$ cat src/rtl/pipe_if.sv
// rtl/pipe_if.sv - instruction-fetch stage: pc, imem read issue, one-entry skid buffer, redirect kill
//
// Ports:
//   clk, resetn          clock and asynchronous active-low reset
//   stall                decode cannot accept the presented instruction this cycle
//   redirect_valid/_pc   branch/jump: restart fetch at redirect_pc (bits [1:0] ignored)
//   imem_rd_en/_addr     word read request to the instruction RAM (1-cycle synchronous read)
//   imem_rdata           RAM data for the request issued on the previous cycle
//   if_valid/_pc/_inst   instruction presented to decode
module pipe_if #(
    parameter int          DATA_WIDTH = 32,
    parameter int          ADDR_WIDTH = 10,
    parameter logic [31:0] RESET_PC   = 32'h0000_0000
) (
    input  logic                  clk,
    input  logic                  resetn,
    input  logic                  stall,
    input  logic                  redirect_valid,
    input  logic [31:0]           redirect_pc,
    output logic                  imem_rd_en,
    output logic [ADDR_WIDTH-1:0] imem_addr,
    input  logic [DATA_WIDTH-1:0] imem_rdata,
    output logic                  if_valid,
    output logic [31:0]           if_pc,
    output logic [DATA_WIDTH-1:0] if_inst
);

    logic [31:0]           pc;
    logic                  req_valid;
    logic [31:0]           req_pc;
    logic                  hold_valid;
    logic [31:0]           hold_pc;
    logic [DATA_WIDTH-1:0] hold_inst;

    logic [31:0] fetch_pc;
    logic        issue;
    logic        capture;

    assign fetch_pc   = redirect_valid ? (redirect_pc & ~32'h3) : pc;
    // A redirect always issues, even under stall, so the new target is never delayed.
    assign issue      = redirect_valid | ~stall;
    assign imem_rd_en = resetn & issue;
    assign imem_addr  = fetch_pc[ADDR_WIDTH+1:2];

    // The RAM response is only on imem_rdata for one cycle; park it if decode is stalled.
    assign capture = stall & ~redirect_valid & req_valid & ~hold_valid;

    always_ff @(posedge clk or negedge resetn) begin
        if (!resetn) begin
            pc         <= RESET_PC;
            req_valid  <= 1'b0;
            req_pc     <= 32'h0;
            hold_valid <= 1'b0;
            hold_pc    <= 32'h0;
            hold_inst  <= '0;
        end else begin
            if (issue) begin
                req_valid <= 1'b1;
                req_pc    <= fetch_pc;
                pc        <= fetch_pc + 32'd4;
            end else begin
                req_valid <= 1'b0;
            end

            // Release: the held entry is consumed this cycle while the next read is already
            // issued. Redirect: the held entry belongs to the wrong path.
            if (issue) begin
                hold_valid <= 1'b0;
            end else if (capture) begin
                hold_valid <= 1'b1;
                hold_pc    <= req_pc;
                hold_inst  <= imem_rdata;
            end
        end
    end

    // A redirect kills whatever is presented this cycle (the one bubble of redirect penalty).
    assign if_valid = ~redirect_valid & (hold_valid | req_valid);
    assign if_pc    = hold_valid ? hold_pc : req_pc;
    // imem_rdata is outside this block's reset, so force the output quiet while in reset.
    assign if_inst  = !resetn    ? '0
                    : hold_valid ? hold_inst
                    :              imem_rdata;

endmodule

$ cat config.mk
export PLATFORM = sky130hd
export DESIGN_NAME = pipe_if
export DESIGN_NICKNAME = d
export VERILOG_FILES = /design/src/rtl/pipe_if.sv
export SDC_FILE = /design/constraint.sdc
export NUM_CORES = 1
export LEC_CHECK = 0
export ABC_AREA = 1
export CORE_ASPECT_RATIO = 1.4
export CORE_MARGIN = 5
export CORE_UTILIZATION = 52
export DETAILED_ROUTE_END_ITERATION = 10
export PLACE_DENSITY = 0.81
export SYNTH_ARGS = -nofsm -noshare
export SYNTH_HDL_FRONTEND = slang
export SYNTH_SLANG_ARGS = --single-unit
$ cat constraint.sdc
create_clock -name clk -period 2 [get_ports clk]
set_input_delay 0.4 -clock clk [delete_from_list [all_inputs] [get_ports clk]]
set_output_delay 0.4 -clock clk [all_outputs]
set_load 0.02 [all_outputs]
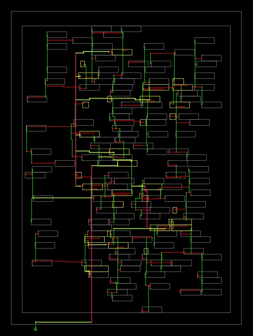
run_1/final_clocks.png
CLK BUF: 21
Insertion Delay late pin: 410 ps
seq_cells: 124

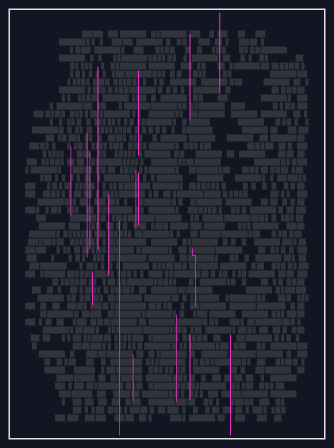
run_1/met4.png
The longest straight run is 72.8 um. The layer carries 513 um of wire. The layer holds 2.8% of the routed length. 16 nets have wire on it.

==> reports/metrics.csv <==
stage,metric,value,unit
routing,DRT iter0 DRCs,385,
worst_setup_path,CP required,1600,ps
routing,met3 WL post-DR,1.02,mm
worst_setup_path,r2r startpoint,pc[2]$_DFFE_PN0P_,
min_path,worst min path class,in2async,
layout,non-clk buf share,0.226,
pwr,sequential share of power,0.393,
pwr,Clock power frac,0.363,
logic_synthesis,Area leader share,0.455,
logic_synthesis,cell with the most instances after synthesis,nand2_1,
pwr,Power Density,838,nW/um2
logic_synthesis,Most common reg cell,dfrtp_1,
sta,Final min period,1980,ps
sta,Relative slew margins,0.592,
floorplan,die x size,107,um
sta,Final Skew,6.43,ps
worst_setup_path,CP arrival,1580,ps
layout,fin nets,1178,
global_routing,GRT busiest layer,met2,
flow_run,Max-Cap Viols,0,
pwr,Seq power,0.00311,W
pwr,combinational fraction of design power,0.244,
routing,metal2 WL,9.52,mm
placement,post-place setup slack,-170,ps
clock_tree,H-tree depth,4,
layout,layout cells sized above 1,0.234,
global_routing,met3 usage,0.0413,
worst_setup_path,R2R setup slack,330,ps
clock_tree,clk root buf,clkbuf_16,
sta,final hold vios,0,
layout,dominant kind of cell,flip-flops and latches,
floorplan,Core Area,12900,um2
placement,I/O Buffers,139,
layout,invs w/o clock,100,
pwr,Leak Pwr,4.59,nW
routing,vias post-DR,6582,
layout,fin cells,1275,
logic_synthesis,Synth Seq Share,0.455,
layout,Seq area share,0.329,
flow_run,tool warnings,30,
placement,Final HPWL DP,13.1,mm
logic_synthesis,Synth top cells by count,"261 x nand2_1, 148 x o21ai_0, 124 x dfrtp_1",
routing,top routing layer in use,met4,
sta,period utilization,0.989,
pwr,Largest Pwr Group,registers,
pwr,Switching Share,0.307,
global_routing,GRT overflow,0,
worst_setup_path,CP startpoint kind,register,
logic_synthesis,Yosys Chip Area,6820,um2
run_status,status,completed,
worst_setup_path,"Max FO, Critical Path",15,
layout,clk tree area frac,0.0589,
sta,# setup viols final,0,
logic_synthesis,Yosys warnings,0,
routing,drt drc,0,
layout,design area,9430,um2
logic_synthesis,"area leader, netlist",dfrtp_1,
worst_setup_path,worst setup path startpoint,hold_valid$_DFFE_PN0P_,
sta,fmax,0.505,GHz
pwr,Max VDD drop,597,uV
placement,placed cell area,8890,um2
worst_setup_path,reg2reg end,pc[24]$_DFFE_PN0P_,
logic_synthesis,flip-flops with a built-in enable,0,
routing,Detail Route Antenna Nets,0,
logic_synthesis,Mapped Cells,915,
layout,comb_multi_in,629,
logic_synthesis,post-synthesis async set-or-reset flop share,1.00,
global_routing,GR Util met2,0.418,
layout,nonclk buf count,237,
routing,WL met1,7.55,mm
global_routing,initial antenna violation count,0,
floorplan,DIE HEIGHT,146,um
global_routing,number of global-route vias before repair,6476,
layout,ANT cells,0,
sta,hold_ws,78.4,ps
floorplan,row cnt,49,
routing,Detailed Routing Iterations Pass 1,5,
sta,Worst-Margin Slew,612,ps
routing,final WL,18.6,mm
global_routing,first-pass GRT wire length,30.7,mm
pwr,PnR Total Power,0.00790,W
layout,Finished Core Util,0.733,
logic_synthesis,Synth cell types,34,
worst_setup_path,FF-to-FF path depth,10,
global_routing,largest net degree at the start of global routing,68,
logic_synthesis,cell area after synthesis,6820,um2
sta,Final TNS setup,0,ps
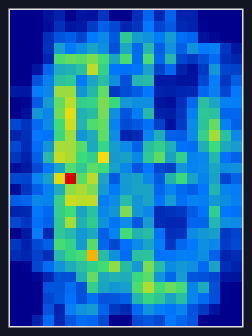
run_1/wire_density.png
The die is cut into 21 by 29 equal tiles; dark blue is low, red is high, scaled to the fullest tile. Values are wire area over tile area, all layers added.
10% of the tiles are over half the peak. The mean over all tiles is 0.19. The emptiest ninth of the die: top right. The fullest tile reaches 0.75. 11% of the tiles are nearly empty.

[run 1: timing repair]
item,in CTS,in global routing
hold buffers,2,0
pin swaps,0,1
resized,297,80
cloned,2,1
setup buffers,2,0
hold endpoints to repair,20,0
setup endpoints to repair,74,47
[run 1: cells in the final DEF (no fill, tap or decap), types with 17 or more instances in the layout]
cell / netlist / final
clkdlybuf4s50_1: 0 / 63
clkbuf_16: 0 / 18
inv_1: 95 / 94
buf_2: 13 / 20
dfrtp_1: 124 / 124
a21oi_1: 46 / 39
nor2_1: 48 / 48
nand2_2: 20 / 20
nand3_1: 44 / 44
buf_4: 14 / 116
o21ai_1: 3 / 28
nand2_1: 261 / 261
o21ai_2: 7 / 17
o21ai_0: 148 / 113
[run 1: worst max-delay path by stage]
stage	endpoint	slack, ps	cells after the start
5_1_grt	if_inst[9]	-40	6
3_3_place_gp	imem_rd_en	-150	5
2_1_floorplan	if_inst[25]	60	6
3_5_place_dp	pc[24]$_DFFE_PN0P_	-170	11
4_1_cts	if_pc[18]	-90	4
6_report	if_inst[2]	20	6
[run 1: critical path, cell delays in order, from the launching register on]
cell	delay, ps
dfrtp_1	410
buf_6	150
clkinv_8	80
buf_12	140
o21ai_0	80
a21oi_1	140
buf_4	160
[run 1: cell families (layout without fill, tap and decap cells)]
logic type | after synthesis | count (layout) | share of synthesized area
AOI/OAI and AO/OA | 222 | 222 | 0.175
DFF | 124 | 124 | 0.455
buffers and inverters | 163 | 369 | 0.108
xor gates and xnor gates | 1 | 1 | 0.00128
and+or+nand+nor | 403 | 403 | 0.258
adders and majority gates | 1 | 1 | 0.00183
other | 1 | 2 | 0.000550
[run 1: sequential cells by signal, indices dropped and copies added (netlist names)]
name,count
hold_inst,32
hold_pc,30
pc,30
req_pc,30
hold_valid,1
req_valid,1
Power figures rest on the tool's default switching activity, not on a simulated workload.
